==> src/rtl/uart_mmio_pkg.sv <==
// Shared definitions for the MMIO UART transmit queue: register offsets,
// STATUS/CTRL bit positions and the state encodings of both state machines.
package uart_mmio_pkg;

  // Offsets relative to REG_BASE
  localparam logic [31:0] OFF_TAIL   = 32'h00;
  localparam logic [31:0] OFF_HEAD   = 32'h04;
  localparam logic [31:0] OFF_STATUS = 32'h08;
  localparam logic [31:0] OFF_DIV    = 32'h0C;
  localparam logic [31:0] OFF_CTRL   = 32'h10;

  localparam int ST_EMPTY     = 0;
  localparam int ST_FULL      = 1;
  localparam int ST_BUSY      = 2;
  localparam int ST_OVF       = 3;
  localparam int ST_COUNT_LSB = 16;

  localparam int CTRL_FLUSH   = 0;
  localparam int CTRL_CLR_OVF = 1;
  localparam int CTRL_IRQ_EN  = 2;

  typedef enum logic [1:0] {DR_IDLE, DR_FETCH, DR_WAIT, DR_SEND} drain_state_e;
  typedef enum logic [1:0] {TX_IDLE, TX_START, TX_DATA, TX_STOP} tx_state_e;

endpackage

==> src/rtl/uart_tx_core.sv <==
// 8N1 serialiser, LSB first. Divisor and data are captured on an accepted start,
// so a divisor change never disturbs a frame already on the line.
module uart_tx_core
  import uart_mmio_pkg::*;
(
  input  logic        clk,
  input  logic        reset,
  input  logic [15:0] divisor,
  input  logic        start,
  input  logic [7:0]  data,
  output logic        ready,
  output logic        uart_tx
);

  tx_state_e   state_q, state_d;
  logic [15:0] div_q;
  logic [15:0] cnt;
  logic [2:0]  bit_idx;
  logic [7:0]  shreg;
  logic        bit_done;

  assign bit_done = (cnt == div_q - 16'd1);
  assign ready    = (state_q == TX_IDLE);

  always_ff @(posedge clk) begin
    if (reset) state_q <= TX_IDLE;
    else       state_q <= state_d;
  end

  always_comb begin
    state_d = state_q;
    case (state_q)
      TX_IDLE:  if (start) state_d = TX_START;
      TX_START: if (bit_done) state_d = TX_DATA;
      TX_DATA:  if (bit_done && bit_idx == 3'd7) state_d = TX_STOP;
      TX_STOP:  if (bit_done) state_d = TX_IDLE;
      default:  state_d = TX_IDLE;
    endcase
  end

  always_ff @(posedge clk) begin
    if (reset) begin
      div_q   <= 16'd2;
      cnt     <= '0;
      bit_idx <= '0;
      shreg   <= '0;
    end else if (state_q == TX_IDLE) begin
      cnt     <= '0;
      bit_idx <= '0;
      if (start) begin
        div_q <= divisor;
        shreg <= data;
      end
    end else if (bit_done) begin
      cnt <= '0;
      if (state_q == TX_DATA) begin
        shreg   <= shreg >> 1;
        bit_idx <= bit_idx + 3'd1;
      end
    end else begin
      cnt <= cnt + 16'd1;
    end
  end

  always_comb begin
    case (state_q)
      TX_START: uart_tx = 1'b0;
      TX_DATA:  uart_tx = shreg[0];
      default:  uart_tx = 1'b1;
    endcase
  end

endmodule

==> src/rtl/mmio_uart_tx_queue.sv <==
// MMIO transmit queue: byte ring buffer filled by software, drained through
// uart_tx_core by a four-state fetch/wait/send machine.
module mmio_uart_tx_queue
  import uart_mmio_pkg::*;
#(
  parameter int          DEPTH       = 256,
  parameter logic [31:0] REG_BASE    = 32'h100,
  parameter logic [15:0] DEFAULT_DIV = 16'd868
) (
  input  logic        clk,
  input  logic        reset,
  input  logic        input_cmd_start,
  input  logic        input_cmd_write,
  output logic        output_cmd_ready,
  input  logic [31:0] input_addr,
  input  logic [31:0] input_wdata,
  output logic [31:0] output_rdata,
  output logic        output_rdata_valid,
  output logic        uart_tx,
  output logic        irq
);

  localparam int PW     = $clog2(DEPTH) + 1;
  localparam int WW     = $clog2(DEPTH) - 2;
  localparam int NWORDS = DEPTH / 4;

  logic [31:0]   mem [NWORDS];
  logic [PW-1:0] head, tail, count, tail_dist;
  logic          overflow, irq_en;
  logic [15:0]   divisor;
  drain_state_e  state_q, state_d;
  logic [31:0]   fetch_word;
  logic          core_ready, core_start;
  logic [7:0]    core_data;

  logic [31:0]   addr_w, reg_off, reg_rd;
  logic [WW-1:0] buf_word;
  logic          is_buf, wr_en, rd_en;
  logic          wr_tail, wr_div, wr_ctrl, flush, clr_ovf, tail_ok;
  logic          empty, full, busy;
  logic [1:0]    unused_addr_lo;

  assign unused_addr_lo   = input_addr[1:0];
  assign output_cmd_ready = 1'b1;

  assign addr_w   = {input_addr[31:2], 2'b00};
  assign reg_off  = addr_w - REG_BASE;
  assign is_buf   = addr_w < 32'(DEPTH);
  assign buf_word = addr_w[WW+1:2];
  assign wr_en    = input_cmd_start & input_cmd_write;
  assign rd_en    = input_cmd_start & ~input_cmd_write;
  assign wr_tail  = wr_en && (reg_off == OFF_TAIL);
  assign wr_div   = wr_en && (reg_off == OFF_DIV);
  assign wr_ctrl  = wr_en && (reg_off == OFF_CTRL);
  assign flush    = wr_ctrl & input_wdata[CTRL_FLUSH];
  assign clr_ovf  = wr_ctrl & input_wdata[CTRL_CLR_OVF];

  // A TAIL write may move anywhere within DEPTH bytes ahead of head.
  assign tail_dist = input_wdata[PW-1:0] - head;
  assign tail_ok   = tail_dist <= PW'(DEPTH);

  assign count = tail - head;
  assign empty = (count == '0);
  assign full  = (count == PW'(DEPTH));
  assign busy  = (state_q != DR_IDLE) || !core_ready;
  assign irq   = irq_en & empty & ~busy;

  always_comb begin
    reg_rd = '0;
    case (reg_off)
      OFF_TAIL: reg_rd[PW-1:0] = tail;
      OFF_HEAD: reg_rd[PW-1:0] = head;
      OFF_STATUS: begin
        reg_rd[ST_COUNT_LSB +: PW] = count;
        reg_rd[ST_OVF]   = overflow;
        reg_rd[ST_BUSY]  = busy;
        reg_rd[ST_FULL]  = full;
        reg_rd[ST_EMPTY] = empty;
      end
      OFF_DIV:  reg_rd[15:0] = divisor;
      OFF_CTRL: reg_rd[CTRL_IRQ_EN] = irq_en;
      default:  reg_rd = '0;
    endcase
  end

  // Buffer RAM; the fetch port reads pre-write data on a same-word collision.
  always_ff @(posedge clk) begin
    if (wr_en && is_buf) mem[buf_word] <= input_wdata;
    if (state_q == DR_FETCH) fetch_word <= mem[head[PW-2:2]];
  end

  always_ff @(posedge clk) begin
    if (reset) begin
      state_q            <= DR_IDLE;
      head               <= '0;
      tail               <= '0;
      overflow           <= 1'b0;
      irq_en             <= 1'b0;
      divisor            <= DEFAULT_DIV;
      output_rdata       <= '0;
      output_rdata_valid <= 1'b0;
    end else begin
      state_q            <= state_d;
      output_rdata_valid <= rd_en;
      if (rd_en) output_rdata <= is_buf ? mem[buf_word] : reg_rd;

      // Flush wins over the drain increment.
      if (flush)                   head <= tail;
      else if (state_q == DR_SEND) head <= head + 1'b1;

      if (wr_tail && tail_ok) tail <= input_wdata[PW-1:0];

      if (clr_ovf)             overflow <= 1'b0;
      if (wr_tail && !tail_ok) overflow <= 1'b1;

      if (wr_div)  divisor <= (input_wdata[15:0] < 16'd2) ? 16'd2 : input_wdata[15:0];
      if (wr_ctrl) irq_en  <= input_wdata[CTRL_IRQ_EN];
    end
  end

  always_comb begin
    state_d = state_q;
    case (state_q)
      DR_IDLE:  if (!empty && !flush) state_d = DR_FETCH;
      DR_FETCH: state_d = flush ? DR_IDLE : DR_WAIT;
      DR_WAIT: begin
        if (flush)           state_d = DR_IDLE;
        else if (core_ready) state_d = DR_SEND;
      end
      DR_SEND:  state_d = DR_IDLE;
      default:  state_d = DR_IDLE;
    endcase
  end

  assign core_start = (state_q == DR_SEND);
  assign core_data  = fetch_word[{head[1:0], 3'b000} +: 8];

  uart_tx_core u_core (
    .clk     (clk),
    .reset   (reset),
    .divisor (divisor),
    .start   (core_start),
    .data    (core_data),
    .ready   (core_ready),
    .uart_tx (uart_tx)
  );

endmodule
==> config.mk <==
export PLATFORM = sky130hd
export DESIGN_NAME = mmio_uart_tx_queue
export DESIGN_NICKNAME = d
export VERILOG_FILES = /design/src/rtl/uart_mmio_pkg.sv /design/src/rtl/uart_tx_core.sv /design/src/rtl/mmio_uart_tx_queue.sv
export SDC_FILE = /design/constraint.sdc
export NUM_CORES = 2
export LEC_CHECK = 0
export CORE_MARGIN = 4
export CORE_UTILIZATION = 40
export DETAILED_ROUTE_END_ITERATION = 8
export HOLD_SLACK_MARGIN = 0.12
export MAX_ROUTING_LAYER = met4
export SYNTH_ARGS = -nofsm -noshare
export SYNTH_HDL_FRONTEND = slang
export SYNTH_SLANG_ARGS = --single-unit
==> constraint.sdc <==
create_clock -name clk -period 4.9 [get_ports clk]
set_input_delay 0.98 -clock clk [delete_from_list [all_inputs] [get_ports clk]]
set_output_delay 0.98 -clock clk [all_outputs]
set_load 0.01 [all_outputs]
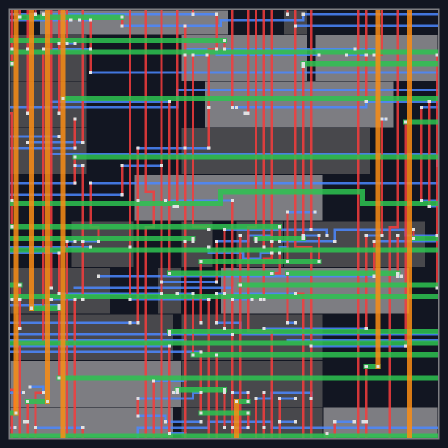
*A small window of the routed layout*
Window x 243 to 268, y 243 to 268 um. Cells in gray, sequential cells in the stronger gray; small squares are vias.
legend:
  blue:
    layer: M1
  red:
    layer: M2
  orange:
    layer: M4
  green:
    layer: M3
most frequent: mux4_2 (8), edfxtp_1 (8), nor2_1 (2)
netlist names of flops here include: mem (8), output_rdata (1)
sequential cells in the window: 9
cells with their middle in the window: 24

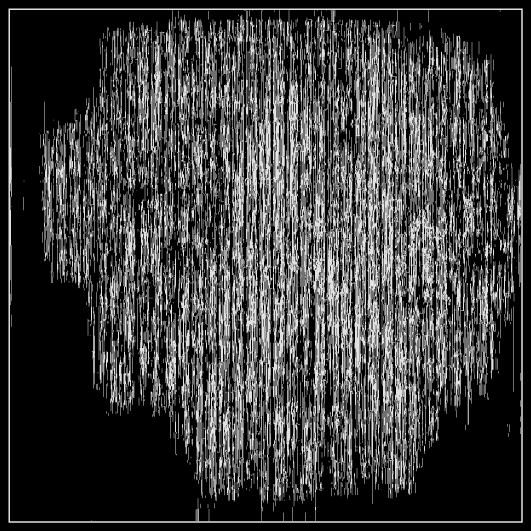
*Met2 routing*
(1 px per um)
wire length on this layer: 153 mm
nets with wire on the layer: 4754
main direction: vertical
via count of the routed design: 55400
met2 usage in global routing: 0.386
Post-Route WL: 322 mm

==> impl_metrics.ini <==
; implementation run metrics
[final_timing]
clock_skew_ps = 55.3
post-route-min-period_ps = 4790
finalWorstSetupSlack_ps = 107
holdWs_ps = 462
fmax_mhz = 209
drv_slew = 0
fin_crit_sh = 0.978
final-hold-violation-count = 0

[power]
comb_power_mw = 1.73
p_seq_frac = 0.523
power.group.top = sequential cells
p_switching_mw = 8.54
p_int_mw = 30.7
vdd_drop_max_v = 0.000320
cellPowerDensity_nw_per_um2 = 338
pwr.group.clock_mw = 16.9
finalPower_mw = 39.2
pwr-share-clk = 0.432
combPwrFrac = 0.044
p_sw_frac = 0.218

[yosys]
synth_area_um2 = 101000
top_logic_kind = multiplexers
top_cell_area_share = 0.617
area_leaders = edfxtp_1, mux4_2, dfxtp_1, mux2i_1, clkbuf_1
synth_flops = 2196
seq_area_frac_synth = 0.640
edf_count = 2080
simple_gate_share = 0.0198
synth.cellmix.compoundShare = 0.0135
ys_sh_xor = 0.00450
async_flop_share = 0
adder_share = 0.00329
yosys_warnings = 0
postSynthAreaPerCell_um2 = 21.6
yosys_area_um2 = 101000

[floorplanning]
ios = 104
dieHeight_um = 511
core_um2 = 252000
dieWidth_um = 511
rows = 184

[layout]
nFillCells = 20800
post-route-cell-area_um2 = 116000
final_nets = 5048
instances_no_fill = 8517
drive_gt1_frac = 0.410
syn2layout_area_growth_pct = 14.4

[global_route]
antenna_found_initial = 21
grt_max_degree = 139
grt_util_all_layers = 0.252
grt_pass1_vias = 56100
grt_first_pass_wirelength_mm = 449

[setup_path]
crit_chain = inv_1 -> ha_2 -> inv_1 -> fa_2 -> a21oi_2 -> o21ai_2 -> a21oi_2 -> xnor2_1 -> or4_4 -> a2111oi_4 -> buf_4 -> and3_4 -> buf_2
path_class = reg -> out
arrival_ps = 3810
cpMaxStageDelayCell = or4_4
worstPathRequired_ps = 3920
cp_max_fo = 2
worstSetupPathDepth = 13
cp_top_family = simple AND/OR/NAND/NOR gates
reg2regPathDepth = 5
cp_num_buf_inv = 4

[drt]
routedWlPerCell_um = 37.8
drt-initial-drc-count = 7747
drtPass1Iterations = 5

[place]
place_area_um2 = 109000
place.gp.congestion = 0.871
hpwl_mm = 194
port_buffers = 100
placedCellCount = 8071

[cts]
cts_root_buf = clkbuf_16
clk_pin_slew_worst_paths_ps = 60
clockBufferDepth = 3
hold_buffers = 0
clock.latency.late_pin_ps = 910
cts_tree = done

[hold_path]
hp-class = in -> reg
min_path_cells = 1

[run]
warnings = 39
cap_violations = 0

[status]
status = finished, final reports clean
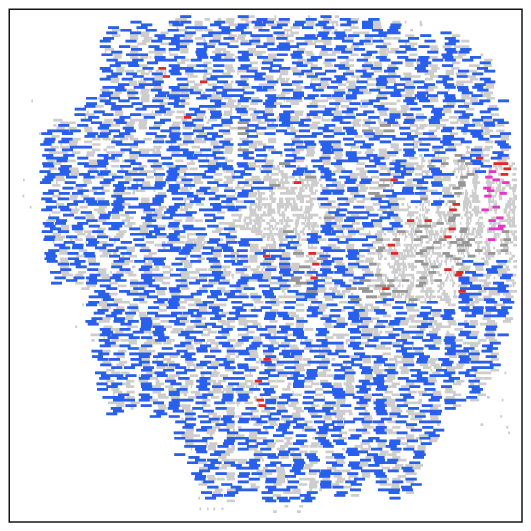
*Where the registers sit*
(1 px per um) Other sequential cells in the stronger gray, the rest of the logic in the fainter gray.
legend:
  blue:
    netlist_name: mem
    placed_flops: 2048
    where: all over the die
  magenta:
    netlist_name: u_core.cnt
    placed_flops: 16
  red:
    netlist_name: output_rdata
    placed_flops: 32
Storage cell area: 64800 um2
flop share of the area: 0.559
fin util: 0.461
Seq power: 20.5 mW

[cell usage after synthesis, types with 9 or more instances]
cell type     n
a211oi_1     21
a21oi_1      60
a221oi_1     12
and3_1       12
buf_1        54
buf_2        99
buf_4        17
buf_6        10
clkbuf_1    181
dfxtp_1     116
edfxtp_1   2080
ha_1         25
inv_1        20
mux2_2       16
mux2i_1      74
mux4_2     1319
nand2_1     102
nand3_1      24
nand4_1      13
nor2_1      158
nor2b_1      12
nor3_1       22
nor3_2       11
nor4_1       14
o211ai_1     10
o21ai_0      27
o31ai_1       9
xnor2_1      29
xor2_1       23
[kinds of logic after synthesis]
logic type,after synthesis
AND-OR/OR-AND,202
XOR/XNOR,52
adder cells (fa/ha/maj),26
buffers and inverters,384
flip-flops,2196
multiplexers,1410
other,1
AND/OR/NAND/NOR,417
[final timing paths]
check / start / end / slack [ps]
worst min register to register: divisor[15] / divisor[15] / 480
worst max-delay path: tail[0] / irq / 110
worst min-delay path: input_wdata[13] / mem[32][13] / 460
worst max register to register: head[2] / fetch_word[29] / 790
[cells in the final DEF, fill, tap and decap left out, types with 10 or more instances in the layout]
| cell | instances |
|---|---|
| nor3_1 | 22 |
| edfxtp_1 | 2080 |
| a21oi_1 | 58 |
| clkbuf_1 | 53 |
| and3_1 | 11 |
| nor2b_1 | 11 |
| clkbuf_16 | 225 |
| buf_12 | 85 |
| mux4_2 | 1319 |
| nand3_1 | 23 |
| mux2i_1 | 74 |
| bufinv_16 | 15 |
| nand4_1 | 13 |
| clkbuf_8 | 10 |
| nor2_4 | 65 |
| xor2_1 | 23 |
| nor2_1 | 92 |
| nor3_2 | 11 |
| mux2_2 | 16 |
| buf_4 | 215 |
| buf_2 | 35 |
| clkinv_1 | 49 |
| o211ai_1 | 10 |
| inv_1 | 20 |
| ha_1 | 24 |
| diode_2 | 18 |
| a221oi_1 | 12 |
| clkdlybuf4s50_1 | 61 |
| nand2_1 | 101 |
| xnor2_1 | 28 |
| o21ai_0 | 27 |
| a211oi_1 | 21 |
| clkinv_2 | 47 |
| dfxtp_1 | 112 |
| nor4_1 | 14 |
[flip-flops by register name (all words and copies together), names as in the netlist]
name,cells
divisor,16
fetch_word,32
head,9
irq_en,1
mem,2048
output_rdata,32
output_rdata_valid,1
overflow,1
state_q,2
tail,9
u_core.bit_idx,3
u_core.cnt,16
u_core.div_q,16
u_core.shreg,8
u_core.state_q,2
[final cells by class]
class | instances | share of cell area
antenna | 18 | 0.000389
clock buffer | 288 | 0.0515
clock inverter | 136 | 0.0110
inverter | 23 | 0.000896
multi-input combinational | 2108 | 0.305
sequential | 2196 | 0.559
tap | 3348 | 0.0361
timing repair buffer | 400 | 0.0359
[metal layers]
metal | global-route usage | part of all wire
met5 | - | 0
met1 | 0.341 | 0.39
met3 | 0.0459 | 0.093
met2 | 0.386 | 0.48
met4 | 0.0892 | 0.039
[worst reg2reg max path: stages (launching register included)]
cell and delay (ps):
dfxtp_4 430, buf_4 690, buf_12 720, mux4_2 800, mux4_2 530, mux4_2 620
[timing repair]
| item | in CTS | in global routing |
|---|---|---|
| setup endpoints to repair | 1 | 1 |
| buffers inserted | 1 | 3 |
| pin swaps | 2 | 7 |
| gates resized | 11 | 8 |
No activity file was given, so power comes from the tool's default toggle rates.
